$ cat src/rtl/add_arb_seq_pkg.sv
// Shared types for the two-requester sequential adder: FSM states, requester ids,
// and the slice-index width helper.
package add_arb_seq_pkg;

  typedef enum logic [1:0] {
    IDLE = 2'd0,
    RUN  = 2'd1,
    DONE = 2'd2
  } state_t;

  typedef logic req_id_t;

  localparam req_id_t REQ0 = 1'b0;
  localparam req_id_t REQ1 = 1'b1;

  // A single-slice adder still needs a 1-bit index register.
  function automatic int slice_idx_w(input int width);
    return (width / 2 > 1) ? $clog2(width / 2) : 1;
  endfunction

endpackage

$ cat src/rtl/add_arb_seq_csa_2.sv
// 2-bit carry-select adder slice: both carry-in outcomes are precomputed and
// the real carry-in picks one.
module add_arb_seq_csa_2 (
  input  logic [1:0] a,
  input  logic [1:0] b,
  input  logic       cin,
  output logic       cout,
  output logic [1:0] sum
);

  logic [2:0] sum_c0;
  logic [2:0] sum_c1;

  assign sum_c0      = {1'b0, a} + {1'b0, b};
  assign sum_c1      = sum_c0 + 3'd1;
  assign {cout, sum} = cin ? sum_c1 : sum_c0;

endmodule

$ cat src/rtl/add_arb_seq.sv
// Two-requester round-robin adder that processes WIDTH/2 two-bit slices, one per cycle.
// Optional subtract mode with ADD_ARB_SEQ_SUB_EN (adds req0_sub/req1_sub ports).
module add_arb_seq
  import add_arb_seq_pkg::*;
#(
  parameter int WIDTH = 8
) (
  input  logic             clock,
  input  logic             reset,
  input  logic             req0_valid,
  output logic             req0_ready,
  input  logic [WIDTH-1:0] req0_a,
  input  logic [WIDTH-1:0] req0_b,
  input  logic             req0_cin,
  input  logic             req1_valid,
  output logic             req1_ready,
  input  logic [WIDTH-1:0] req1_a,
  input  logic [WIDTH-1:0] req1_b,
  input  logic             req1_cin,
`ifdef ADD_ARB_SEQ_SUB_EN
  input  logic             req0_sub,
  input  logic             req1_sub,
`endif
  output logic             rsp_valid,
  input  logic             rsp_ready,
  output logic             rsp_id,
  output logic [WIDTH-1:0] rsp_sum,
  output logic             rsp_cout,
  output logic             busy
);

  localparam int NSLICE = WIDTH / 2;
  localparam int KW = slice_idx_w(WIDTH);
  localparam logic [KW-1:0] K_LAST = KW'(NSLICE - 1);

  state_t           state_q, state_d;
  logic [KW-1:0]    k_q, k_d;
  logic             carry_q, carry_d;
  logic [WIDTH-1:0] a_q, a_d;
  logic [WIDTH-1:0] b_q, b_d;
  logic [WIDTH-1:0] sum_q, sum_d;
  logic             cout_q, cout_d;
  req_id_t          id_q, id_d;
  req_id_t          prio_q, prio_d;
  logic             rsp_valid_q, rsp_valid_d;
  logic             busy_q, busy_d;

  logic             grant0, grant1;
  logic [WIDTH-1:0] sel_a, sel_b;
  logic             sel_cin;
  logic [1:0]       sl_a, sl_b, sl_sum;
  logic             sl_cout;

  // prio_q names the requester that wins a tie; it flips to the other side after every grant.
  always_comb begin
    grant0 = req0_valid && (!req1_valid || (prio_q == REQ0));
    grant1 = req1_valid && !grant0;
  end

  assign req0_ready = (state_q == IDLE) && !reset && grant0;
  assign req1_ready = (state_q == IDLE) && !reset && grant1;

  always_comb begin
    sel_a   = grant1 ? req1_a   : req0_a;
    sel_b   = grant1 ? req1_b   : req0_b;
    sel_cin = grant1 ? req1_cin : req0_cin;
`ifdef ADD_ARB_SEQ_SUB_EN
    // a - b computed as a + ~b + 1; carry-out high means no borrow.
    if (grant1 ? req1_sub : req0_sub) begin
      sel_b   = ~sel_b;
      sel_cin = 1'b1;
    end
`endif
  end

  always_comb begin
    sl_a = 2'b00;
    sl_b = 2'b00;
    for (int i = 0; i < NSLICE; i++) begin
      if (k_q == KW'(i)) begin
        sl_a = a_q[2*i +: 2];
        sl_b = b_q[2*i +: 2];
      end
    end
  end

  add_arb_seq_csa_2 u_csa (
    .a    (sl_a),
    .b    (sl_b),
    .cin  (carry_q),
    .cout (sl_cout),
    .sum  (sl_sum)
  );

  always_comb begin
    state_d     = state_q;
    k_d         = k_q;
    carry_d     = carry_q;
    a_d         = a_q;
    b_d         = b_q;
    sum_d       = sum_q;
    cout_d      = cout_q;
    id_d        = id_q;
    prio_d      = prio_q;
    rsp_valid_d = rsp_valid_q;
    busy_d      = busy_q;

    case (state_q)
      IDLE: begin
        if (req0_valid || req1_valid) begin
          state_d = RUN;
          busy_d  = 1'b1;
          a_d     = sel_a;
          b_d     = sel_b;
          carry_d = sel_cin;
          k_d     = '0;
          id_d    = grant1 ? REQ1 : REQ0;
          prio_d  = grant1 ? REQ0 : REQ1;
        end
      end
      RUN: begin
        for (int i = 0; i < NSLICE; i++) begin
          if (k_q == KW'(i)) begin
            sum_d[2*i +: 2] = sl_sum;
          end
        end
        carry_d = sl_cout;
        k_d     = k_q + KW'(1);
        if (k_q == K_LAST) begin
          state_d     = DONE;
          k_d         = '0;
          cout_d      = sl_cout;
          rsp_valid_d = 1'b1;
        end
      end
      DONE: begin
        if (rsp_ready) begin
          state_d     = IDLE;
          rsp_valid_d = 1'b0;
          busy_d      = 1'b0;
        end
      end
      default: begin
        state_d     = IDLE;
        rsp_valid_d = 1'b0;
        busy_d      = 1'b0;
      end
    endcase
  end

  always_ff @(posedge clock) begin
    if (reset) begin
      state_q     <= IDLE;
      k_q         <= '0;
      carry_q     <= 1'b0;
      a_q         <= '0;
      b_q         <= '0;
      sum_q       <= '0;
      cout_q      <= 1'b0;
      id_q        <= REQ0;
      prio_q      <= REQ0;
      rsp_valid_q <= 1'b0;
      busy_q      <= 1'b0;
    end else begin
      state_q     <= state_d;
      k_q         <= k_d;
      carry_q     <= carry_d;
      a_q         <= a_d;
      b_q         <= b_d;
      sum_q       <= sum_d;
      cout_q      <= cout_d;
      id_q        <= id_d;
      prio_q      <= prio_d;
      rsp_valid_q <= rsp_valid_d;
      busy_q      <= busy_d;
    end
  end

  assign rsp_valid = rsp_valid_q;
  assign rsp_id    = id_q;
  assign rsp_sum   = sum_q;
  assign rsp_cout  = cout_q;
  assign busy      = busy_q;

endmodule

$ cat config.mk
export PLATFORM = sky130hd
export DESIGN_NAME = add_arb_seq
export DESIGN_NICKNAME = d
export VERILOG_FILES = /design/src/rtl/add_arb_seq_pkg.sv /design/src/rtl/add_arb_seq_csa_2.sv /design/src/rtl/add_arb_seq.sv
export SDC_FILE = /design/constraint.sdc
export NUM_CORES = 1
export LEC_CHECK = 0
export ABC_AREA = 1
export CAP_MARGIN = 25
export CELL_PAD_IN_SITES_DETAIL_PLACEMENT = 1
export CELL_PAD_IN_SITES_GLOBAL_PLACEMENT = 1
export CORE_UTILIZATION = 35
export DETAILED_ROUTE_END_ITERATION = 16
export PLACE_DENSITY_LB_ADDON = 0.1
export SLEW_MARGIN = 10
export SYNTH_ARGS = -nofsm -noshare
export SYNTH_HDL_FRONTEND = slang
export SYNTH_SLANG_ARGS = --single-unit
$ cat constraint.sdc
create_clock -name clock -period 3.9 [get_ports clock]
set_input_delay 0.585 -clock clock [delete_from_list [all_inputs] [get_ports clock]]
set_output_delay 0.585 -clock clock [all_outputs]
set_load 0.02 [all_outputs]
Fig. 1: run 1, placement by cell class
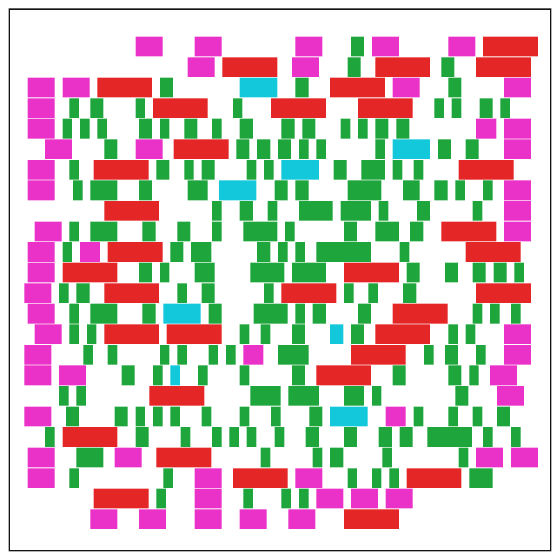
Key: magenta = remaining buffers and delay cells [cells 56, share of their area 24%]; cyan = clock drivers and dummy loads [cells 8, share of their area 4.0%]; green = combinational and other logic [cells 189, share of their area 42%]; red = sequential cells [cells 34, share of their area 30%]

Fig. 2: run 1, sequential cells coloured by netlist name
Scale bar: 20 um. Other sequential cells in the stronger grey, the rest of the logic in the fainter grey.
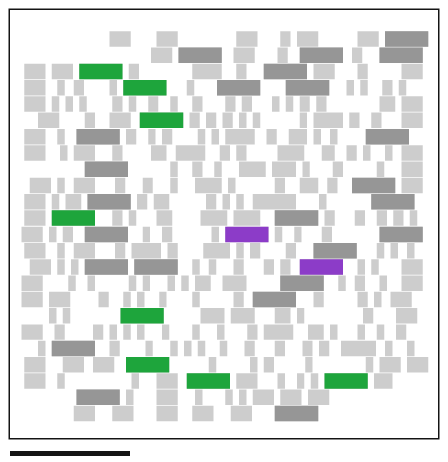
Key: purple = k_q [sequential cells 2]; green = b_q [sequential cells 8]

==> impl.org, run 1 <==
#+TITLE: Physical design notes

** STA
- Setup TNS :: 0 ns
- Number of pins exceeding their max-slew limit in the final report :: 0
- Setup violations remaining at the end of the flow were counted as 0.
- Slew margin rel. :: 79.5%
- Maximum clock frequency :: 0.326 GHz
- After layout, the worst path uses 78.7% of the clock period.
- Final hold violations :: 0

** Global route
- On met2, the global router reports a usage of roughly a third.
- Layer carrying the most global-route usage :: met2
- For this run, global-route usage on met3 was measured as 5.34%.
- The first global-routing pass estimated 7620 um of wire.
- The global routing report lists met1 layer usage as 23.0%.
- Initial antenna violation count :: 0

** Yosys
- In the Yosys report the total cell count is 230.
- The number of different library cells used by synthesis comes to 25.
- Counting every net in the synthesized netlist gives 276.
- The chip area line in the Yosys stat output reads around 0.0017 mm2.

** Power and ir drop
- The flow reports that the clock network draws 30.9% of the design power.
- For this design the ratio of total power to cell area is 373 mW/mm2.
- The net switching power in the latest report is about 0.00026 W.
- IR drop worst, VDD :: roughly 0.15 mV
- The script computed the net switching share of total power as between 20 and 30%.
- Registers are responsible for 44.8% of the overall power.

** Worst setup path
- For the worst reg-to-reg path, the startpoint reported by OpenROAD is k_q[1].
- The timing report gives the worst reg2reg path a setup slack of 1.14 ns.
- Worst Reg2Reg Path Length in Cells :: 13
- STA classifies the critical path startpoint as an input port.
- Critical path fanouts, max :: 13
- According to the timing report, the data required time at the worst endpoint equals about 3.3 ns.
- Nature of the critical path endpoint :: output pin
- Worst Path Arrival :: 2.49 ns
- The endpoint identified for the worst register-to-register timing path is rsp_sum[3].
- Worst setup path category :: input port to output pin

** Clock tree
- TritonCTS built the clock tree.
- Post-CTS timing repair inserted 0 buffers for setup.
- For the worst-skew pair, the clock arrives at the later sink with an insertion delay of roughly 0.29 ns.
- Clock slew at the register clock pins of the worst setup and hold paths :: 0.07 ns

** Floorplan
- Core utilization at floorplan :: between 30% and 40%
- Core Box Area :: 0.00450 mm2
- Chip height :: 71.5 um

** Place
- Detailed-placement wirelength estimate :: 3380 um
- Post-placement cell area :: 0.00226 mm2
- The count of buffers added on input and output ports is between 50 and 60.
- Cell total after placement :: 331
- Logged for this run, the post-placement worst setup slack is 0.822 ns.
- The final weighted congestion recorded by global placement is 0.749.

** Job
- Count of warning messages emitted by the tools :: 29

** Cells and area
- The layout report gives the multi-input gate share of total cell area as 38.0%.
- Leaving out the clock tree, the finished layout contains an inverter count of 18.
- The number of antenna diodes in the final layout is 0.
- After layout the signal buffers, clock cells excluded, come to 23.4% of cell area.
- Sequential cells make up 29.0% of the cell area.
- P&R area growth vs syn :: 39.0%
- Post-layout util :: 52.1%
- After filler insertion, the fill cell instance count of the layout stands at 566.
- Sequential Area :: ~700 um2
- According to the cell report, flip-flops and latches in the layout number 34.

** Run status
- Status :: completed

** Hold path
- The launch point of the worst min-delay path is recorded as rsp_sum[7].
- The worst hold path passes through 2 cells.

** Drt
- Number of remaining DRC errors :: 0
- DRC marker count from the first detailed-route iteration :: 56
- Detailed-route vias per instance :: 4.97
- The final route contains 1685 vias.
Fig. 3: run 1, wiring by layer
Scale bar: 20 um.
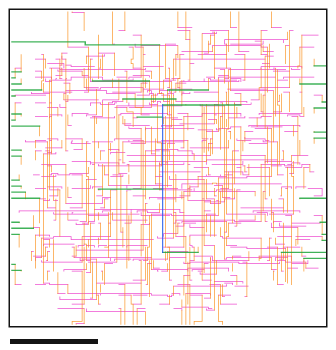
Key: orange = metal 2 [wire length 2060 um]; green = metal 3 [wire length 203 um]; magenta = metal 1 [wire length 2030 um]; blue = metal 4 [wire length 33.3 um]

Fig. 4: run 1, signal metal coverage by tile
Scale bar: 20 um. The die is cut into 14 by 14 equal tiles; dark blue is low, red is high, scaled to the fullest tile. Values are wire area over tile area, all layers added.
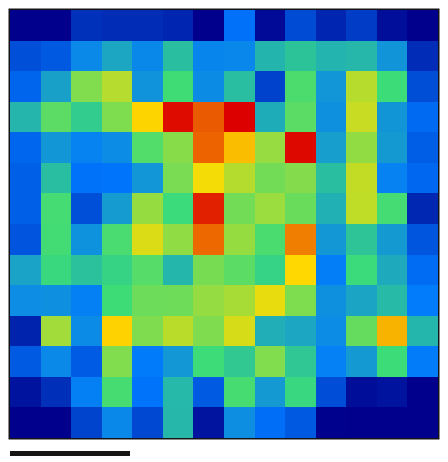
5.6% of the tiles are nearly empty. The fullest tile reaches 0.34. 34% of the tiles are over half the peak. The mean over all tiles is 0.13.

run 1: critical path, cell delays in order:
cell	delay, ns
clkdlybuf4s50_1	0.54
inv_2	0.07
o21ai_4	0.27
nand2_4	0.09
nor2_4	0.26
clkdlybuf4s50_1	0.67
run 1: Yosys cell counts, drive strengths merged:
| library cell | n | area [um2] |
|---|---|---|
| xor2 | 2 | 17.5 |
| nand3 | 36 | 200 |
| dfxtp | 34 | 681 |
| fa | 1 | 20.0 |
| mux2 | 1 | 11.3 |
| inv | 16 | 60.1 |
| ha | 6 | 75.1 |
| o21a | 1 | 7.51 |
| o211ai | 3 | 22.5 |
| clkbuf | 2 | 7.51 |
| buf | 5 | 40.0 |
| clkinv | 2 | 7.51 |
| nor2 | 11 | 58.8 |
| o21ai | 17 | 100 |
| nand2 | 74 | 285 |
| a21oi | 19 | 95.1 |
run 1: power groups by stage:
stage / clock network [W] / registers, W / logic (W)
after global routing: 0.000294 / 0.000396 / 0.000240
after CTS: 0.000278 / 0.000393 / 0.000218
after floorplan: 0 / 0.000403 / 0.000123
after global placement: 0 / 0.000400 / 0.000212
final: 0.000271 / 0.000392 / 0.000213
after detailed placement: 0 / 0.000401 / 0.000216
run 1: logic make-up (layout without fill, tap and decap cells):
family | after synthesis | count (layout) | share of synthesized area [%]
muxes | 1 | 1 | 0.667
adders and majority gates | 7 | 7 | 5.63
and+or+nand+nor | 121 | 121 | 32.2
AOI/OAI and AO/OA | 40 | 40 | 13.3
xor gates and xnor gates | 2 | 2 | 1.04
DFF | 34 | 34 | 40.3
buffers and inverters | 25 | 82 | 6.81
run 1: routing by layer:
metal	routed length (um)	vias up	share of wire [%]
li1	-	862	-
met1	2030	775	47
met2	2060	44	48
met4	33	0	0.76
met3	202	4	4.7
met5	0	-	0
==> run 1 -> run 2 <==
--- a/config.mk
+++ b/config.mk
@@ -9,7 +9,7 @@
 export CAP_MARGIN = 25
 export CELL_PAD_IN_SITES_DETAIL_PLACEMENT = 1
 export CELL_PAD_IN_SITES_GLOBAL_PLACEMENT = 1
-export CORE_UTILIZATION = 35
+export CORE_UTILIZATION = 32
 export DETAILED_ROUTE_END_ITERATION = 16
 export PLACE_DENSITY_LB_ADDON = 0.1
 export SLEW_MARGIN = 10
==> constraint.sdc (replaced) <==
create_clock -name clock -period 3.1 [get_ports clock]
set_input_delay 0.465 -clock clock [delete_from_list [all_inputs] [get_ports clock]]
set_output_delay 0.465 -clock clock [all_outputs]
set_load 0.02 [all_outputs]
Fig. 5: run 2, wiring by layer
Scale bar: 20 um.
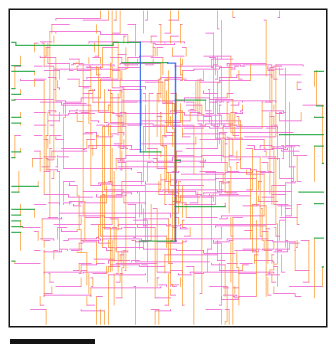
Key: green = metal 3 [wire length 145 um]; blue = metal 4 [wire length 69.8 um]; magenta = metal 1 [wire length 2130 um]; orange = metal 2 [wire length 2290 um]

==> impl.org, run 2 <==
#+TITLE: Physical design notes

** Clock tree
- Clock slew at the register clock pins of the worst setup and hold paths :: 0.07 ns (about the same)
- The root buffer cell was clkbuf_8 (unchanged).
- The post-CTS setup-driven buffer insertion count was 0 (unchanged).
- CTS tree :: done (unchanged)
- The TritonCTS sink count was 34 (unchanged).
- Number of gates given a new drive strength after cts :: 0 (unchanged)
- Clock buffer count from CTS :: 5 (unchanged)
- The cts-stage hold buffer count is 0 (unchanged).
- The number of H-tree levels is 2 (unchanged).
- Clock Latency Late Sink :: 0.29 ns (about the same)

** Floorplan
- Core Box Area :: 0.00511 mm2 (was 0.00450 mm2)
- Chip height :: 74.7 um (was 71.5 um)
- The floorplan-stage core utilization came to 33.1% (was 37.5%).
- Die width :: 74.7 um (was 71.5 um)

** STA
- Final setup violating endpoints :: 0 (unchanged)
- The number of hold-slack violations in the final timing report is 0 (unchanged).
- Unrepaired setup endpoints after global routing :: false (unchanged)
- The final timing summary puts the cycle share of the worst path at between 80% and 90%.
- Maximum clock frequency :: 0.364 GHz
- Setup TNS :: 0 ns (unchanged)
- Slew margin rel. :: 74.1% (was 79.5%)
- Number of pins exceeding their max-slew limit in the final report :: 0 (unchanged)

** Drt
- Detailed-route vias per instance :: 4.79 (was 4.97)
- The detailed router's first-iteration violation count is 36 (was 56).
- Number of remaining DRC errors :: 0 (unchanged)
- Routed WL per cell :: 13.0 um (was 12.8 um)
- The routed wire length is 4640 um (was 4320 um).
- Vias after detailed routing :: 1716 (was 1685)

** Yosys
- The count of cell types in the netlist came to 25 (unchanged).
- The cell count after synthesis was 230 (unchanged).
- Leading cell types by count after synthesis :: 73 x nand2_1, 34 x dfxtp_1, 32 x nand3_1 (unchanged)
- The count of instantiated cells in the yosys netlist is 230 (unchanged).
- Area reported by Yosys stat :: 0.00169 mm2 (unchanged)
- Cell area after synthesis :: 0.00169 mm2 (unchanged)
- The fraction of synthesized cell area taken by the top area cell type is 40.3% (unchanged).
- The leading area contributor after synthesis is dfxtp_1 (unchanged).
- The primary flip-flop cell chosen by synthesis mapping is dfxtp_1 (unchanged).
- Total of flip-flops plus latches after synthesis :: 34 (unchanged)
- The top cell type by instance count after synthesis is nand2_1 (unchanged).
- Ys async rst share :: 0% (unchanged)
- Syn nets :: 276 (unchanged)
- Count of library flops with an enable pin :: 0 (unchanged)
- Main area contributors: dfxtp_1 40%, nand2_1 16%, nand3_1 9.5% (unchanged).

** Power and ir drop
- Share of power burned in registers :: 45.6% (was 44.8%)
- Switching power :: 0.000329 W (was 0.000261 W)
- The worst-case vdd ir drop is 0.187 mV (was 0.153 mV).
- Clk pwr share :: 28.9% (was 30.9%)
- The switching power share of the total came to 30.4% (was 29.7%).
- Total design power :: 0.00108 W (was 0.000877 W)
- Leakage power :: 1.02 nW (about the same)
- The combinational share of power was 25.5% (was 24.4%).
- The cell internal power dissipation came to 0.000754 W (was 0.000616 W).
- Power density relative to cell area :: 457 mW/mm2 (was 373 mW/mm2)

** Global route
- The pin count of the biggest net entering global routing is 27 (unchanged).
- Initial antenna violation count :: 0 (unchanged)
- The global routing usage on met3 came to 4.42% (was 5.34%).
- Number of global-route vias before repair :: 1661 (was 1678)
- Wire length of the first global-routing pass :: 7690 um (was 7620 um)
- The layer with the highest usage after global routing is met2 (unchanged).
- The total congestion overflow after global routing is 0 (unchanged).
- The fraction of met2 tracks used by global routing is 32.4% (was 33.7%).
- The met1 track utilization from global routing came to 22.6% (was 23.0%).

** Place
- Post-placement cell area :: 0.00229 mm2 (was 0.00226 mm2)
- Count of port buffers added during placement :: 52 (unchanged)
- The worst setup slack before clock tree synthesis came to 0.367 ns (was 0.822 ns).
- Detailed-placement wirelength estimate :: 3680 um (was 3380 um)
- The final weighted congestion of routability-driven global placement came to 0.790 (was 0.749).

** Job
- Count of warning messages emitted by the tools :: 29 (unchanged)
- The max-cap violation count is 0 (unchanged).

** Cells and area
- The net count of the finished layout came to 334 (was 332).
- The fraction of layout instances using a drive strength above 1 came to 9.03% (was 9.06%).
- The synthesis-to-layout area growth is 40.4% (was 39.0%).
- The count of inserted antenna diode cells came to 0 (unchanged).
- Most numerous logic cells after layout: 73 x nand2_1, 52 x clkdlybuf4s50_1, 34 x dfxtp_1 (unchanged).
- The post-layout instance area is 0.00237 mm2 (was 0.00235 mm2).
- The final core utilization was 46.4% (was 52.1%).

** Worst setup path
- Worst Reg2Reg Path Length in Cells :: 13 (unchanged)
- Nature of the critical path endpoint :: flop (was output pin)
- WP data required :: 3.26 ns (was 3.31 ns)
- Reg2Reg Capture Point :: rsp_sum[3] (unchanged)
- The startpoint of the lowest-slack register-to-register path is k_q[1] (unchanged).
- Critical path fanouts, max :: 7 (was 13)
- The slack of the worst reg-to-reg path came to 0.35 ns (was 1.14 ns).
- Ordered list of cells on the worst path :: inv_1, ha_1, inv_1, nand3_1, nand3_1, o21ai_0, a21oi_1, ha_1, fa_1, ha_1, mux2_2, nand2_1, a21oi_1 (was clkdlybuf4s50_1, inv_2, o21ai_4, nand2_4, nor2_4, clkdlybuf4s50_1)
- Kind of cell adding the most delay to the critical path :: adder cells (was buffers and inverters)
- The most frequent cell on the critical path was ha_1 (was clkdlybuf4s50_1).
- Worst setup path category :: flop to flop (was input port to output pin)
- The worst-path cell with the longest stage delay is fa_1 (was clkdlybuf4s50_1).
- WP buf/inv :: 2 (was 3)
- Sort of element at the start of the critical path :: flop (was input port)
- Worst Path Arrival :: 2.91 ns (was 2.49 ns)
- Critical Path Max Stage Delay :: 0.43 ns (was 0.67 ns)
- Start point of the critical path :: k_q[1] (was req0_valid)

** Hold path
- The worst min-delay path startpoint is busy (was rsp_sum[7]).
- Hold Path End :: busy (was rsp_sum[7])
- The hold-critical path depth was 2 (unchanged).

** Run status
- Status :: completed (unchanged)
[run 2: cell counts after synthesis]
No cell type changed its count.
[run 2: cell families (layout without fill, tap and decap cells)]
group	after synthesis	count (layout)	share of synthesized area, %
flip-flops	34	34	40.3
buffers and inverters	25	83	6.81
AND-OR/OR-AND	40	40	13.3
XOR/XNOR	2	2	1.04
AND/OR/NAND/NOR	121	121	32.2
adder cells (fa/ha/maj)	7	7	5.63
multiplexers	1	1	0.667
[run 2: power groups by stage]
stage                     sequential, W  combinational (W)  clock (W)
after global routing           0.000497           0.000310   0.000341
after floorplan                0.000507           0.000154          0
after global placement         0.000504           0.000271          0
final                          0.000494           0.000276   0.000313
after detailed placement       0.000504           0.000278          0
after CTS                      0.000495           0.000280   0.000322
[run 2: stage by stage]
stage	instances	hold WS, ns
after global routing	358	0.507
after CTS	358	0.468
final	358	0.462
after detailed placement	351	0.458
after global placement	351	0.449
after floorplan	230	0.447
[run 2: worst max-delay path by stage]
stage	slack, ns	to	cells after the start
after floorplan	0.63	rsp_sum[7]	13
after global placement	0.44	req0_ready	6
after detailed placement	0.37	rsp_sum[3]	13
after CTS	0.34	rsp_sum[3]	13
after global routing	0.09	rsp_sum[3]	13
final	0.35	rsp_sum[3]	13
[run 2: cell type report]
class | count | area (um2)
clock buffers | 7 | 76.3
flip-flops and latches | 34 | 681
fillers | 655 | 2740
well taps | 70 | 87.6
inverters | 18 | 67.6
repair buffers | 58 | 566
multi-input cells | 171 | 893
[run 2: metal layers]
layer / vias up / share of wire, %
li1: 870 / -
met2: 33 / 49
met5: - / 0
met4: 0 / 1.5
met3: 7 / 3.1
met1: 806 / 46
==> run 2 -> run 3 <==
--- a/config.mk
+++ b/config.mk
@@ -5,11 +5,10 @@
 export SDC_FILE = /design/constraint.sdc
 export NUM_CORES = 1
 export LEC_CHECK = 0
-export ABC_AREA = 1
 export CAP_MARGIN = 25
 export CELL_PAD_IN_SITES_DETAIL_PLACEMENT = 1
 export CELL_PAD_IN_SITES_GLOBAL_PLACEMENT = 1
-export CORE_UTILIZATION = 32
+export CORE_UTILIZATION = 34
 export DETAILED_ROUTE_END_ITERATION = 16
 export PLACE_DENSITY_LB_ADDON = 0.1
 export SLEW_MARGIN = 10
Fig. 6: run 3, wiring by layer
Scale bar: 20 um.
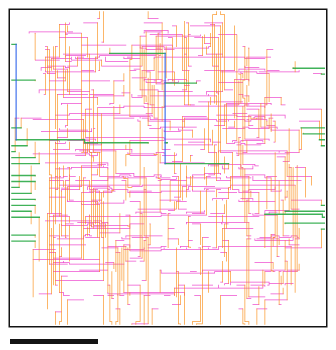
Key: orange = metal 2 [wire length 2310 um]; green = metal 3 [wire length 190 um]; magenta = metal 1 [wire length 2030 um]; blue = metal 4 [wire length 46.9 um]

==> impl.org, run 3 <==
#+TITLE: Physical design notes

** Place
- The total placed cells including tap cells came to 296 (was 351).
- The sum of net half-perimeters after detailed placement was 3580 um (was 3680 um).
- Count of port buffers added during placement :: 52 (unchanged)
- Routability cong. :: 0.820 (was 0.790)

** Yosys
- Yosys top cell area share :: 40.7% (was 40.3%)
- Syn Inst Count :: 186 (was 230)
- Cell area after synthesis :: 0.00167 mm2 (was 0.00169 mm2)
- Leading cell types by count after synthesis :: 38 x nand2_1, 34 x dfxtp_1, 20 x a21oi_1 (was 73 x nand2_1, 34 x dfxtp_1, 32 x nand3_1)
- Cell count listed in synth_stat.txt :: 186 (was 230)
- Most instantiated flip-flop cell in the synthesis netlist :: dfxtp_1 (unchanged)
- Count of synthesis-stage warnings from yosys :: 0 (unchanged)
- The number of nets in the synthesized netlist came to 232 (was 276).
- Total of flip-flops plus latches after synthesis :: 34 (unchanged)
- The mean post-synth cell area was 8.99 um2 (was 7.34 um2).
- Main area contributors :: dfxtp_1 41%, nand2_1 8.5%, a21oi_1 6.0% (was dfxtp_1 40%, nand2_1 16%, nand3_1 9.5%)
- The chip area from the yosys synthesis statistics came to 0.00167 mm2 (was 0.00169 mm2).
- The leading area contributor after synthesis was dfxtp_1 (unchanged).
- The number of enable-type register cells in the synthesized netlist came to 0 (unchanged).
- The count of cell types in the netlist was 40 (was 25).
- The register area share after synthesis came to 40.7% (was 40.3%).
- The top cell type by instance count after synthesis is nand2_1 (unchanged).
- The share of async-settable or async-resettable flops after synthesis is 0% (unchanged).

** STA
- The final period demand of the worst path is 2.86 ns (was 2.75 ns).
- Actual slew at the worst max-slew pin :: 0.493 ns (was 0.388 ns)
- The clock tree skew after final layout came to 0.00763 ns (was 0.00242 ns).
- Slew margin rel. :: 67.1% (was 74.1%)
- The total negative slack for setup checks came to 0 ns (unchanged).
- The number of hold-slack violations in the final timing report was 0 (unchanged).
- Number of pins exceeding their max-slew limit in the final report :: 0 (unchanged)
- Maximum clock frequency :: 0.349 GHz (was 0.364 GHz)
- Tcrit/Tclk final :: 92.4% (was 88.7%)
- The total of endpoints with negative setup slack in the final report was 0 (unchanged).
- Unrepaired setup endpoints after global routing :: false (unchanged)

** Worst setup path
- Worst Reg2Reg Path Length in Cells :: 12 (was 13)
- Cell with the largest stage delay on the worst path :: fa_1 (unchanged)
- The total number of cells along the worst setup path was 12 (was 13).
- The endpoint class of the critical path is a flop (unchanged).
- The critical path class is flop to flop (unchanged).
- The highest fanout seen on the critical path came to 12 (was 7).
- The start point of the critical path is k_q[0] (was k_q[1]).
- The most frequent cell on the critical path was ha_1 (unchanged).
- The startpoint of the lowest-slack register-to-register path was k_q[0] (was k_q[1]).
- Worst Path Arrival :: 3.06 ns (was 2.91 ns)
- The slack of the worst reg-to-reg path came to 0.24 ns (was 0.35 ns).
- The capturing point of the worst reg2reg path was carry_q (was rsp_sum[3]).
- The maximum cell stage delay along the critical path came to 0.52 ns (was 0.43 ns).
- The category of cells accounting for the largest share of critical-path delay is adder cells (unchanged).
- Ordered list of cells on the worst path :: inv_1, ha_1, a21oi_1, a21oi_1, o21ai_0, ha_1, fa_1, ha_1, nand2_1, xor2_1, a22o_1, a311oi_1 (was inv_1, ha_1, inv_1, nand3_1, nand3_1, o21ai_0, a21oi_1, ha_1, fa_1, ha_1, mux2_2, nand2_1, a21oi_1)
- WP data required :: 3.29 ns (was 3.26 ns)
- The kind of launch point of the worst setup path was a flop (unchanged).
- CP Capture Point :: carry_q (was rsp_sum[3])
- WP buf/inv :: 1 (was 2)

** Cells and area
- The synthesis-to-layout area growth was 39.3% (was 40.4%).
- Most numerous logic cells after layout: 52 x clkdlybuf4s50_1, 38 x nand2_1, 34 x dfxtp_1 (was 73 x nand2_1, 52 x clkdlybuf4s50_1, 34 x dfxtp_1).
- Most frequently placed logic cell in the final layout :: clkdlybuf4s50_1 (was nand2_1)
- Number of nets in the layout :: 282 (was 334)
- Fin cells :: 304 (was 358)
- The count of inserted antenna diode cells came to 0 (unchanged).
- Fraction of final layout cells sized beyond drive strength 1 :: 13.5% (was 9.03%)

** Power and ir drop
- The reported leakage power came to 0.871 nW (was 1.02 nW).
- Combinational fraction of design power :: 22.6% (was 25.5%)
- The share of power burned in registers came to 45.7% (was 45.6%).
- Power density relative to cell area :: 465 mW/mm2 (was 457 mW/mm2)
- The clock group share of total power is 31.7% (was 28.9%).
- Switching portion of total power :: 28.7% (was 30.4%)
- The worst-case vdd ir drop came to 0.208 mV (was 0.187 mV).
- The cell internal power dissipation is 0.000773 W (was 0.000754 W).
- Switching power :: 0.000311 W (was 0.000329 W)
- The total chip power is 0.00108 W (about the same).

** Job
- Max cap viols :: 0 (unchanged)
- The count of warning messages emitted by the tools came to 29 (unchanged).

** Clock tree
- The cts-stage hold buffer count was 0 (unchanged).
- Number of gates given a new drive strength after cts :: 0 (unchanged)
- Maximum count of clock buffers along a single path :: 2 (unchanged)
- Clock slew at the register clock pins of the worst setup and hold paths :: 0.07 ns (about the same)
- The clock latency at the later pin of the worst-skew pair is 0.29 ns (about the same).
- Clk root buf :: clkbuf_8 (unchanged)
- The TritonCTS sink count came to 34 (unchanged).
- The post-CTS setup-driven buffer insertion count came to 0 (unchanged).
- The number of H-tree levels was 2 (unchanged).
- The clock tree from TritonCTS is done (unchanged).
- The number of buffers inserted during clock tree synthesis was 5 (unchanged).

** Hold path
- The type of the worst min-delay path was flop to flop (unchanged).

** Global route
- The pin count of the biggest net entering global routing came to 18 (was 27).
- The via count of the first global-routing pass was 1628 (was 1661).
- The total global routing track utilization is 18.5% (was 18.8%).
- The total congestion overflow after global routing came to 0 (unchanged).
- Initial antenna violation count :: 0 (unchanged)
- Wire length of the first global-routing pass :: 7370 um (was 7690 um)

** Drt
- DRC marker count from the first detailed-route iteration :: 38 (was 36)
- First-pass iteration count of the detailed router :: 2 (was 4)
- Residual antenna-violating net count after detailed routing :: 0 (unchanged)
- The routed wire length came to 4570 um (was 4640 um).
- The remaining design rule violation count was 0 (unchanged).
- The via total after detailed routing was 1501 (was 1716).
- The post-detailed-route via-to-cell ratio came to 4.94 (was 4.79).
- Routed WL per cell :: 15.0 um (was 13.0 um)

** Floorplan
- The chip height came to 72.1 um (was 74.7 um).
- The number of I/O pins is 53 (unchanged).
- The floorplan row count is 25 (was 26).
- Core utilization at floorplan :: 35.4% (was 33.1%)
- Core Box Area :: 0.00472 mm2 (was 0.00511 mm2)
- Die area :: 0.00520 mm2 (was 0.00557 mm2)
- The horizontal extent of the die is 72.1 um (was 74.7 um).

** Run status
- Status :: completed (unchanged)
## run 3: logic make-up (layout without fill, tap and decap cells)
kind of cell    count (synthesis)  in the layout  share of synthesized area [%]
compound gates                 63             63                           26.9
xor+xnor                        2              2                           1.05
fa+ha+maj                       7              7                           5.69
buf+inv                        17             68                           5.54
flops                          34             34                           40.7
mux                             1              1                          0.599
simple gates                   62             62                           19.5
## run 3: stage by stage
step / area, um2 / worst slack [ns] / utilization [%] / hold WS (ns)
floorplan: 1670 / 0.355 / - / 0.415
global placement: 2230 / 0.299 / 47.2 / 0.433
detailed placement: 2230 / 0.133 / 47.2 / 0.435
CTS: 2320 / 0.118 / 49.1 / 0.446
global route: 2330 / 0.00317 / 49.3 / 0.468
finish: 2330 / 0.236 / 49.3 / 0.441
## run 3: layer usage
layer	wire length [um]	track usage [%]	part of all wire, %
met1	2030	21.3	44
met2	2310	34.1	50
met3	190	4.72	4.2
met4	46	4.79	1.0
met5	0	0	0
## run 3: worst min path at each step
stage,start,endpoint,cells after the start
floorplan,a_q[2],a_q[2],2
global placement,rsp_id,rsp_id,1
detailed placement,a_q[5],a_q[5],2
CTS,a_q[5],a_q[5],2
global route,a_q[5],a_q[5],2
finish,a_q[5],a_q[5],2
## run 3: power groups by stage
stage                     clock [W]  combinational (W)  sequential [W]
final                      0.000343           0.000245        0.000495
after global routing       0.000370           0.000269        0.000499
after CTS                  0.000350           0.000242        0.000495
after detailed placement          0           0.000241        0.000505
after global placement            0           0.000230        0.000504
after floorplan                   0           0.000133        0.000507
## run 3: cell type report
class / count / area (um2)
fillers: 552 / 2390
multi-input cells: 135 / 907
flip-flops and latches: 34 / 681
repair buffers: 56 / 551
clock buffers: 7 / 86.3
well taps: 67 / 83.8
inverters: 4 / 15.0
clock inverters: 1 / 5.00

## Gallery

Routing congestion map.
picture 1
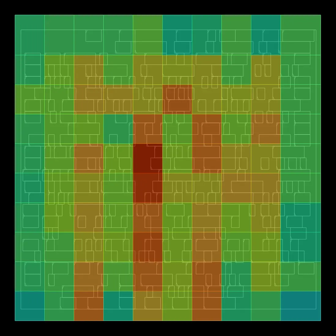
picture 2
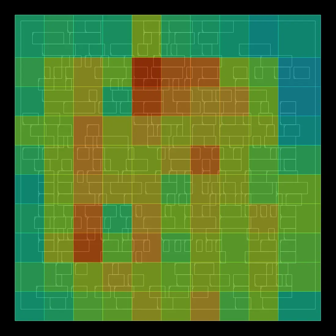
picture 3
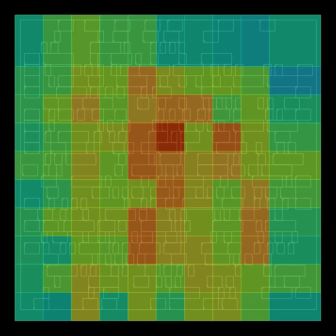
- most wire per cell: picture 2
- run 1 = picture 1
- run 2 = picture 3
- run 3 = picture 2

No activity file was given, so power comes from the tool's default toggle rates.
